$ cat src/rtl/hazard_ctrl.sv
// hazard_ctrl: forwarding-select generation, load-use stall, branch flush and
// data-memory wait hold for the 5-stage pipeline. Keeps a shadow copy of the
// EX and MEM stage destination/control information.
module hazard_ctrl #(
  parameter int WAIT_TIMEOUT = 255
) (
  input  logic        clk_i,
  input  logic        rst_i,
  input  logic        id_valid_i,
  input  logic [4:0]  id_rs1_i,
  input  logic [4:0]  id_rs2_i,
  input  logic        id_use_rs1_i,
  input  logic        id_use_rs2_i,
  input  logic [4:0]  id_rd_i,
  input  logic        id_regwrite_i,
  input  logic        id_memread_i,
  input  logic        id_memwrite_i,
  input  logic        branch_taken_i,
  input  logic        dmem_ready_i,
  output logic [1:0]  fwd_a_o,
  output logic [1:0]  fwd_b_o,
  output logic        pc_write_o,
  output logic        if_id_write_o,
  output logic        id_ex_bubble_o,
  output logic        if_id_flush_o,
  output logic        hold_o,
  output logic        err_o,
  output logic [15:0] stall_cnt_o
);

  localparam logic [0:0] ST_RUN      = 1'b0;
  localparam logic [0:0] ST_MEM_WAIT = 1'b1;
  localparam logic [7:0] WAIT_LIMIT  = 8'(WAIT_TIMEOUT);
  localparam logic [1:0] SEL_RF      = 2'b00;
  localparam logic [1:0] SEL_MEMWB   = 2'b01;
  localparam logic [1:0] SEL_EXMEM   = 2'b10;

  // Shadow slots
  logic       ex_valid_q, ex_valid_d;
  logic [4:0] ex_rd_q, ex_rd_d;
  logic       ex_regwrite_q, ex_regwrite_d;
  logic       ex_memread_q, ex_memread_d;
  logic       ex_memwrite_q, ex_memwrite_d;
  logic       mem_valid_q, mem_valid_d;
  logic [4:0] mem_rd_q, mem_rd_d;
  logic       mem_regwrite_q, mem_regwrite_d;
  logic       mem_memread_q, mem_memread_d;
  logic       mem_memwrite_q, mem_memwrite_d;

  logic [1:0]  fwd_a_q, fwd_a_d;
  logic [1:0]  fwd_b_q, fwd_b_d;
  logic [15:0] stall_cnt_q, stall_cnt_d;
  logic [0:0]  state_q, state_d;
  logic [7:0]  wait_cnt_q, wait_cnt_d;
  logic        err_q, err_d;

  logic       mem_access, hold, flush, stall, bubble, load_use;
  logic       ex_prod_rs1, ex_prod_rs2, mem_prod_rs1, mem_prod_rs2;
  logic [1:0] sel_a, sel_b;

  // Hazard detection from the registered shadows and the current ID instruction
  always_comb begin
    ex_prod_rs1  = ex_valid_q & ex_regwrite_q & (ex_rd_q != 5'd0) & (ex_rd_q == id_rs1_i);
    ex_prod_rs2  = ex_valid_q & ex_regwrite_q & (ex_rd_q != 5'd0) & (ex_rd_q == id_rs2_i);
    mem_prod_rs1 = mem_valid_q & mem_regwrite_q & (mem_rd_q != 5'd0) & (mem_rd_q == id_rs1_i);
    mem_prod_rs2 = mem_valid_q & mem_regwrite_q & (mem_rd_q != 5'd0) & (mem_rd_q == id_rs2_i);

    // The MEM slot stays frozen while waiting, so this also covers MEM_WAIT.
    mem_access = mem_valid_q & (mem_memread_q | mem_memwrite_q);
    hold       = mem_access & ~dmem_ready_i;

    load_use = id_valid_i & ex_memread_q &
               ((id_use_rs1_i & ex_prod_rs1) | (id_use_rs2_i & ex_prod_rs2));
    // A taken branch squashes the consumer, so it overrides the stall.
    flush  = ~hold & branch_taken_i;
    stall  = ~hold & ~branch_taken_i & load_use;
    bubble = flush | stall;

    // The newer producer (EX slot) wins over the MEM slot.
    sel_a = SEL_RF;
    if (id_use_rs1_i) begin
      if (ex_prod_rs1)       sel_a = SEL_EXMEM;
      else if (mem_prod_rs1) sel_a = SEL_MEMWB;
    end
    sel_b = SEL_RF;
    if (id_use_rs2_i) begin
      if (ex_prod_rs2)       sel_b = SEL_EXMEM;
      else if (mem_prod_rs2) sel_b = SEL_MEMWB;
    end
  end

  assign hold_o         = hold;
  assign pc_write_o     = ~hold & ~stall;
  assign if_id_write_o  = ~hold & ~stall;
  assign id_ex_bubble_o = bubble;
  assign if_id_flush_o  = flush;
  assign fwd_a_o        = fwd_a_q;
  assign fwd_b_o        = fwd_b_q;
  assign stall_cnt_o    = stall_cnt_q;
  assign err_o          = err_q;

  // Next-state for shadows, forwarding selects, stall counter and wait FSM
  always_comb begin
    ex_valid_d     = ex_valid_q;
    ex_rd_d        = ex_rd_q;
    ex_regwrite_d  = ex_regwrite_q;
    ex_memread_d   = ex_memread_q;
    ex_memwrite_d  = ex_memwrite_q;
    mem_valid_d    = mem_valid_q;
    mem_rd_d       = mem_rd_q;
    mem_regwrite_d = mem_regwrite_q;
    mem_memread_d  = mem_memread_q;
    mem_memwrite_d = mem_memwrite_q;
    fwd_a_d        = fwd_a_q;
    fwd_b_d        = fwd_b_q;
    stall_cnt_d    = stall_cnt_q;

    if (!hold) begin
      mem_valid_d    = ex_valid_q;
      mem_rd_d       = ex_rd_q;
      mem_regwrite_d = ex_regwrite_q;
      mem_memread_d  = ex_memread_q;
      mem_memwrite_d = ex_memwrite_q;
      if (bubble) begin
        ex_valid_d    = 1'b0;
        ex_rd_d       = 5'd0;
        ex_regwrite_d = 1'b0;
        ex_memread_d  = 1'b0;
        ex_memwrite_d = 1'b0;
        fwd_a_d       = SEL_RF;
        fwd_b_d       = SEL_RF;
      end else begin
        ex_valid_d    = id_valid_i;
        ex_rd_d       = id_rd_i;
        ex_regwrite_d = id_regwrite_i;
        ex_memread_d  = id_memread_i;
        ex_memwrite_d = id_memwrite_i;
        fwd_a_d       = id_valid_i ? sel_a : SEL_RF;
        fwd_b_d       = id_valid_i ? sel_b : SEL_RF;
      end
      if (stall && (stall_cnt_q != 16'hFFFF)) stall_cnt_d = stall_cnt_q + 16'd1;
    end

    state_d    = state_q;
    wait_cnt_d = 8'd0;
    err_d      = err_q;
    case (state_q)
      ST_RUN: begin
        if (hold) state_d = ST_MEM_WAIT;
      end
      default: begin
        if (dmem_ready_i) state_d = ST_RUN;
        wait_cnt_d = (wait_cnt_q == 8'hFF) ? 8'hFF : wait_cnt_q + 8'd1;
        // Sticky flag only; the access is still allowed to complete.
        if (wait_cnt_d >= WAIT_LIMIT) err_d = 1'b1;
      end
    endcase
  end

  // State registers with synchronous reset
  always_ff @(posedge clk_i) begin
    if (rst_i) begin
      ex_valid_q     <= 1'b0;
      ex_rd_q        <= 5'd0;
      ex_regwrite_q  <= 1'b0;
      ex_memread_q   <= 1'b0;
      ex_memwrite_q  <= 1'b0;
      mem_valid_q    <= 1'b0;
      mem_rd_q       <= 5'd0;
      mem_regwrite_q <= 1'b0;
      mem_memread_q  <= 1'b0;
      mem_memwrite_q <= 1'b0;
      fwd_a_q        <= SEL_RF;
      fwd_b_q        <= SEL_RF;
      stall_cnt_q    <= 16'd0;
      state_q        <= ST_RUN;
      wait_cnt_q     <= 8'd0;
      err_q          <= 1'b0;
    end else begin
      ex_valid_q     <= ex_valid_d;
      ex_rd_q        <= ex_rd_d;
      ex_regwrite_q  <= ex_regwrite_d;
      ex_memread_q   <= ex_memread_d;
      ex_memwrite_q  <= ex_memwrite_d;
      mem_valid_q    <= mem_valid_d;
      mem_rd_q       <= mem_rd_d;
      mem_regwrite_q <= mem_regwrite_d;
      mem_memread_q  <= mem_memread_d;
      mem_memwrite_q <= mem_memwrite_d;
      fwd_a_q        <= fwd_a_d;
      fwd_b_q        <= fwd_b_d;
      stall_cnt_q    <= stall_cnt_d;
      state_q        <= state_d;
      wait_cnt_q     <= wait_cnt_d;
      err_q          <= err_d;
    end
  end

endmodule
$ cat config.mk
export PLATFORM = sky130hd
export DESIGN_NAME = hazard_ctrl
export DESIGN_NICKNAME = d
export VERILOG_FILES = /design/src/rtl/hazard_ctrl.sv
export SDC_FILE = /design/constraint.sdc
export NUM_CORES = 1
export LEC_CHECK = 0
export CORE_ASPECT_RATIO = 0.8
export CORE_UTILIZATION = 50
export CTS_CLUSTER_SIZE = 30
export DETAILED_ROUTE_END_ITERATION = 16
export PLACE_DENSITY = 0.81
export SLEW_MARGIN = 30
export SYNTH_ARGS = -nofsm -noshare
export SYNTH_HDL_FRONTEND = slang
export SYNTH_SLANG_ARGS = --single-unit
$ cat constraint.sdc
create_clock -name clk_i -period 2.57 [get_ports clk_i]
set_input_delay 0.514 -clock clk_i [delete_from_list [all_inputs] [get_ports clk_i]]
set_output_delay 0.514 -clock clk_i [all_outputs]
set_load 0.01 [all_outputs]
Run 1, supply network:
Pins as bars on the die edge. Tap cells in grey.
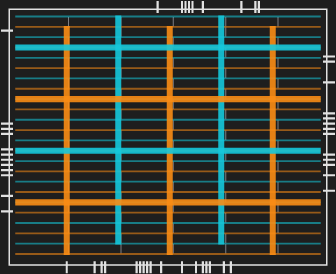
Cyan marks VDD. Orange marks VSS.
51 signal pins sit on the boundary. The core has 23 rows.
die width: 83.2 microns
Die Y: 67.0 microns
VDD IR max: 0.293 mV
core area: 5040 sq um

Run 1, placed cells, one colour a class:
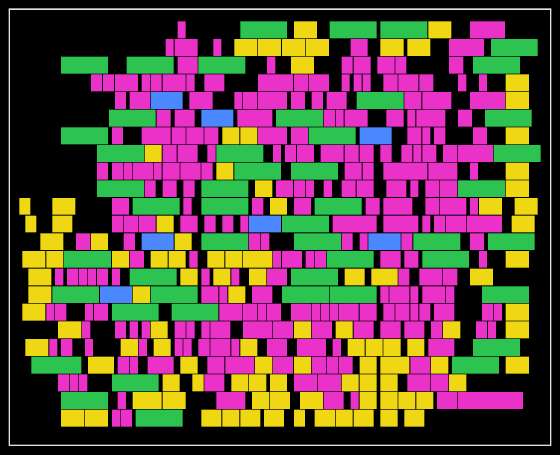
Blue marks clock drivers and dummy loads, cells 7, share of their area 2.7%. Yellow marks remaining buffers and delay cells, cells 104, share of their area 25%. Green marks sequential cells, cells 48, share of their area 27%. Magenta marks remaining logic cells, cells 243, share of their area 46%.
Finished Cell Area: 3660 sq um
post-layout util: 72.7%
Seq/total area: 26.3%

==> CHANGELOG.md, run 1 <==
### Implementation results

* RR Endpoint: stall_cnt_o[15]
* Post-synthesis chip area from yosys at 2640 sq um
* H-tree depth at 2
* PwrDens at between 300 and 400 nW/um^2
* # Max-Cap Violations at 0
* Yosys reg bits at 48
* Antenna diodes at 0
* Top cell category: combinational gates
* Post-Syn Area per Cell at approximately 8.5 sq um
* Non-clock buffers at 104
* Max Slew Vio Count at 0
* Setup Viol. Count Final at 2
* Peak Freq at about 0.38 GHz
* Clk slew on worst S/H paths at 80 ps
* Met2 usage at approximately 44%
* Failing checks: negative setup slack
* CTS root buffer: clkbuf_8
* Worst path max stage delay at 550 ps
* Multi-input combinational area share at 44.2%
* Comb area at ~1600 sq um
* Initial drt markers at approximately 240
* Sequential cells at about 48
* Non-clock buffering overhead at 24.3%
* Clock Path Buffers at 2
* Worst setup SP type: register
* Post-synthesis async set-or-reset flop share at 0%
* Final hold violations at 0
* Status: finished, violations left
* Die area at between 5000 and 6000 sq um
* CTS tree: yes
* Drt drc at 0
* Critical-path top delay cell: or4_4
* Final setup margin at -39.9 ps
* Power, Total at between 0.001 and 0.0015 W
* Kind of critical path: register to primary output
* Number of synthesized flops with an enable pin at 0
* Top Layout Cells: buf_4, nand2_1, dfxtp_1
* Cell variety after synth at about 52
Run 1, clock wires, drivers and flops:
The bar under the picture is 20 microns long.
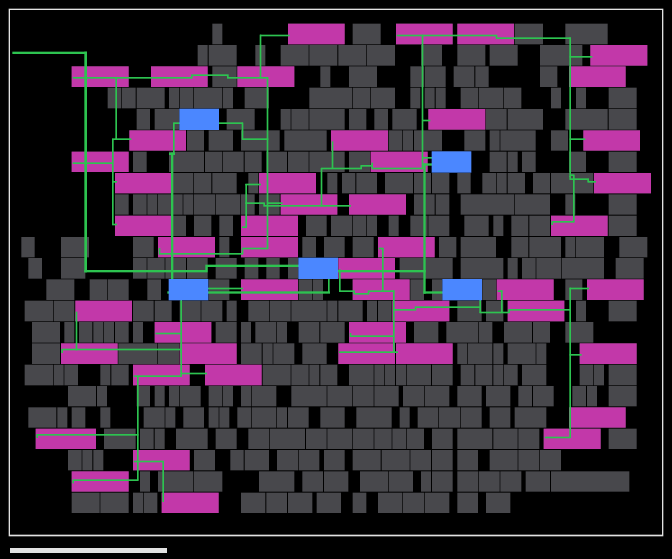
Blue marks clock-net drivers, count 5. Magenta marks flip-flops, count 48. Green marks clock wires, length 573 microns.
Position of the flops: all over the die.
Power Clock: 0.000485 W
Final Skew: 7.78 ps
Clk pwr share: 33.5%
clk_lat worst skew: 300 ps

Run 1, signal wires by layer:
The bar under the picture is 20 microns long.
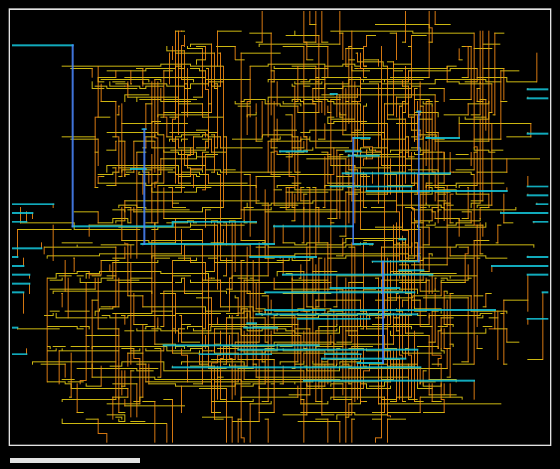
Yellow marks M1, wire length 3250 microns. Cyan marks M3, wire length 523 microns. Blue marks M4, wire length 101 microns. Orange marks M2, wire length 3210 microns.
routed vias: 2609
Avg WL per Cell: 15.3 microns
final WL: 7080 microns

[run 1: power breakdown]
group,switching [W],internal (W),total (W)
sequential,0.0000106,0.000753,0.000763
combinational,0.0000871,0.000112,0.000199
clock,0.000245,0.000240,0.000485
[run 1: cell families after synthesis]
family	synth area share (%)
compound gates	15.5
flops	36.4
buf+inv	4.12
fa+ha+maj	0.948
mux	5.69
xor+xnor	7.63
simple gates	29.7
[run 1: synth_stat cells (2+ instances only)]
library cell / number / area (sq um)
nor2_1: 19 / 71.3
buf_2: 2 / 10.0
dfxtp_1: 48 / 961
or2_2: 2 / 12.5
nor4_2: 5 / 62.6
buf_1: 2 / 7.51
and2_1: 3 / 18.8
buf_6: 2 / 22.5
nor2b_1: 9 / 56.3
and4_1: 3 / 26.3
nand4_1: 9 / 56.3
clkbuf_1: 10 / 37.5
and3_1: 4 / 25.0
a211oi_1: 4 / 30.0
nand3_1: 11 / 55.1
nor4_1: 4 / 25.0
nor3_1: 5 / 25.0
nand2b_1: 3 / 18.8
nand2_1: 47 / 176
mux2_4: 8 / 120
mux2i_1: 3 / 30.0
o21ai_1: 10 / 50.1
xnor2_1: 8 / 70.1
o211a_1: 2 / 20.0
xor2_1: 15 / 131
inv_1: 5 / 18.8
a21oi_1: 23 / 115
a31oi_1: 2 / 12.5
or4_1: 7 / 52.6
a32o_1: 3 / 30.0
o211ai_1: 2 / 15.0
and4b_1: 2 / 20.0
ha_1: 2 / 25.0
o31ai_1: 7 / 52.6
[run 1: what timing repair did]
| action | 4_1_cts | 5_1_grt |
|---|---|---|
| pin swaps | 11 | 9 |
| setup buffers | 20 | 2 |
| gates cloned | 0 | 0 |
| gates resized | 26 | 13 |
| endpoints found under the setup margin | 4 | 21 |
==> inputs of run 2 (changes only) <==
--- a/config.mk
+++ b/config.mk
@@ -6,6 +6,7 @@
 export NUM_CORES = 1
 export LEC_CHECK = 0
 export CORE_ASPECT_RATIO = 0.8
+export CORE_MARGIN = 2
 export CORE_UTILIZATION = 50
 export CTS_CLUSTER_SIZE = 30
 export DETAILED_ROUTE_END_ITERATION = 16
Run 2, clock wires, drivers and flops:
The bar under the picture is 20 microns long.
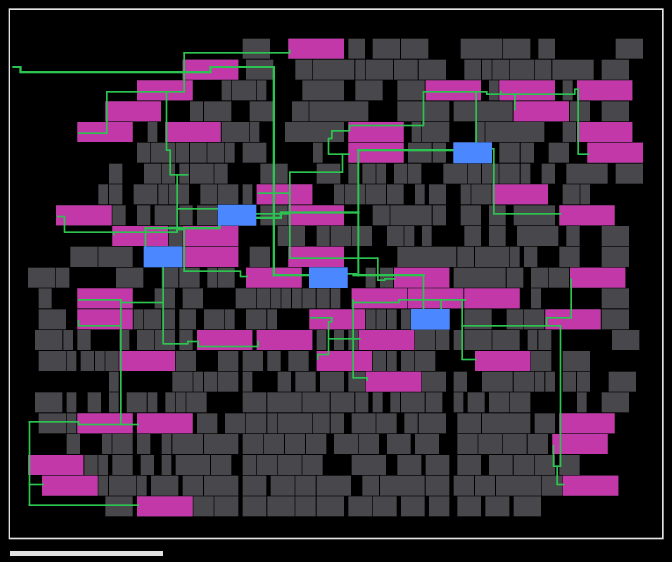
Magenta marks flip-flops, count 48. Blue marks clock-net drivers, count 5. Green marks clock wires, length 587 microns.
Position of the flops: all over the die.
Final Skew: 8.70 ps
Clk pwr share: 31.0%
Power Clock: 0.000428 W

==> run 2 against run 1 <==
Effect of this change: worst setup slack gained 9.2 ps; critical endpoint unchanged; largest power group unchanged; largest cell class unchanged; non-clock buffer count is 9 lower; design area is 1.5% lower; combinational power decreased by 4%; sequential cell count stayed put; sequential power about the same; the flow still finishes with violations (negative setup slack).
==> CHANGELOG.md, run 2 <==
### Implementation results

* Commonest cells post-synth: dfxtp_1, nand2_1, a21oi_1
* Max Slew Vio Count at 0
* Core area at between 5000 and 6000 sq um
* Routed vias at 2630
* Status: finished, violations left
* Setup Viol. Count Final at 2
* Synth top cell by count: dfxtp_1
* Kind of critical path: primary input to primary output
* Yosys reg bits at roughly 48
* Multi-input combinational area share at a little under half
* Non-clock buffering overhead at a little under a quarter
* PwrDens at ~380 nW/um^2
* Drt drc at 0
* Comb area at 1650 sq um
* Post-synthesis chip area from yosys at between 2000 and 3000 sq um
* Top Layout Cells: dfxtp_1, nand2_1, buf_4
* H-tree depth at 2
* Die width at 85.2 microns
* Area leader share at between 30% and 40%
* Post-Syn Area per Cell at ~8.5 sq um
* Peak Freq at 0.385 GHz
* Non-clock buffers at approximately 95
* # Max-Cap Violations at 0
* Top cell category: combinational gates
* Die Y at 69.0 microns
* Final WL at about 7000 microns
* Compound-Gate Fraction of Synth Area at between 15 and 20%
* CTS root buffer: clkbuf_8
* Failing checks: negative setup slack
* Final setup margin at -30.8 ps
[run 2: cell count changes in the layout (fill, tap and decap cells not counted), moves of 2 or more]
cell	change
clkbuf_8	-2
clkdlybuf4s50_1	+2
buf_6	-2
nor4_2	-5
nor4_4	+5
buf_4	-7
[run 2: cell families (layout without fill, tap and decap cells)]
| family | Yosys count | in the layout |
|---|---|---|
| XOR/XNOR | 23 | 23 |
| multiplexers | 11 | 11 |
| buffers and inverters | 23 | 107 |
| AND-OR/OR-AND | 61 | 61 |
| flip-flops | 48 | 48 |
| AND/OR/NAND/NOR | 141 | 141 |
| adder cells (fa/ha/maj) | 2 | 2 |
[run 2: timing repair]
action,4_1_cts,5_1_grt
gates resized,25,10
hold buffers,0,0
pin swaps,7,1
buffers inserted,14,0
endpoints found under the setup margin,3,20
[run 2: final timing paths]
check / from / to / slack [ps] / cells after the start
setup / recovery: id_rs2_i[4] / pc_write_o / -30 / 7
hold / removal: state_q / state_q / 460 / 2
setup reg to reg: ex_rd_q[3] / stall_cnt_o[2] / 150 / 8
hold reg to reg: state_q / state_q / 460 / 2
[run 2: per-stage QoR]
step                      instance area, sq um  TNS [ps]
after floorplan                           2640         0
after global placement                    3380     -1420
after detailed placement                  3380     -1980
after CTS                                 3560     -16.5
after global routing                      3610      -228
final                                     3610     -60.3
[run 2: worst reg2reg max path: stages (launching register included)]
cell     delay (ps)
dfxtp_1         310
or4_4           570
o211a_4         260
a22oi_2         180
buf_4           140
buf_4           100
buf_4           300
nor3_1          140
mux2_4          320
[run 2: where the power goes]
part	internal (W)	switching [W]	leakage, nW	total (W)
Combinational	0.000104	0.0000870	0.976	0.000191
Clock	0.000186	0.000242	0.0410	0.000428
Sequential	0.000753	0.00000923	0.389	0.000762
Total	0.00104	0.000339	1.41	0.00138
Power is estimated from default activity; no workload was simulated.
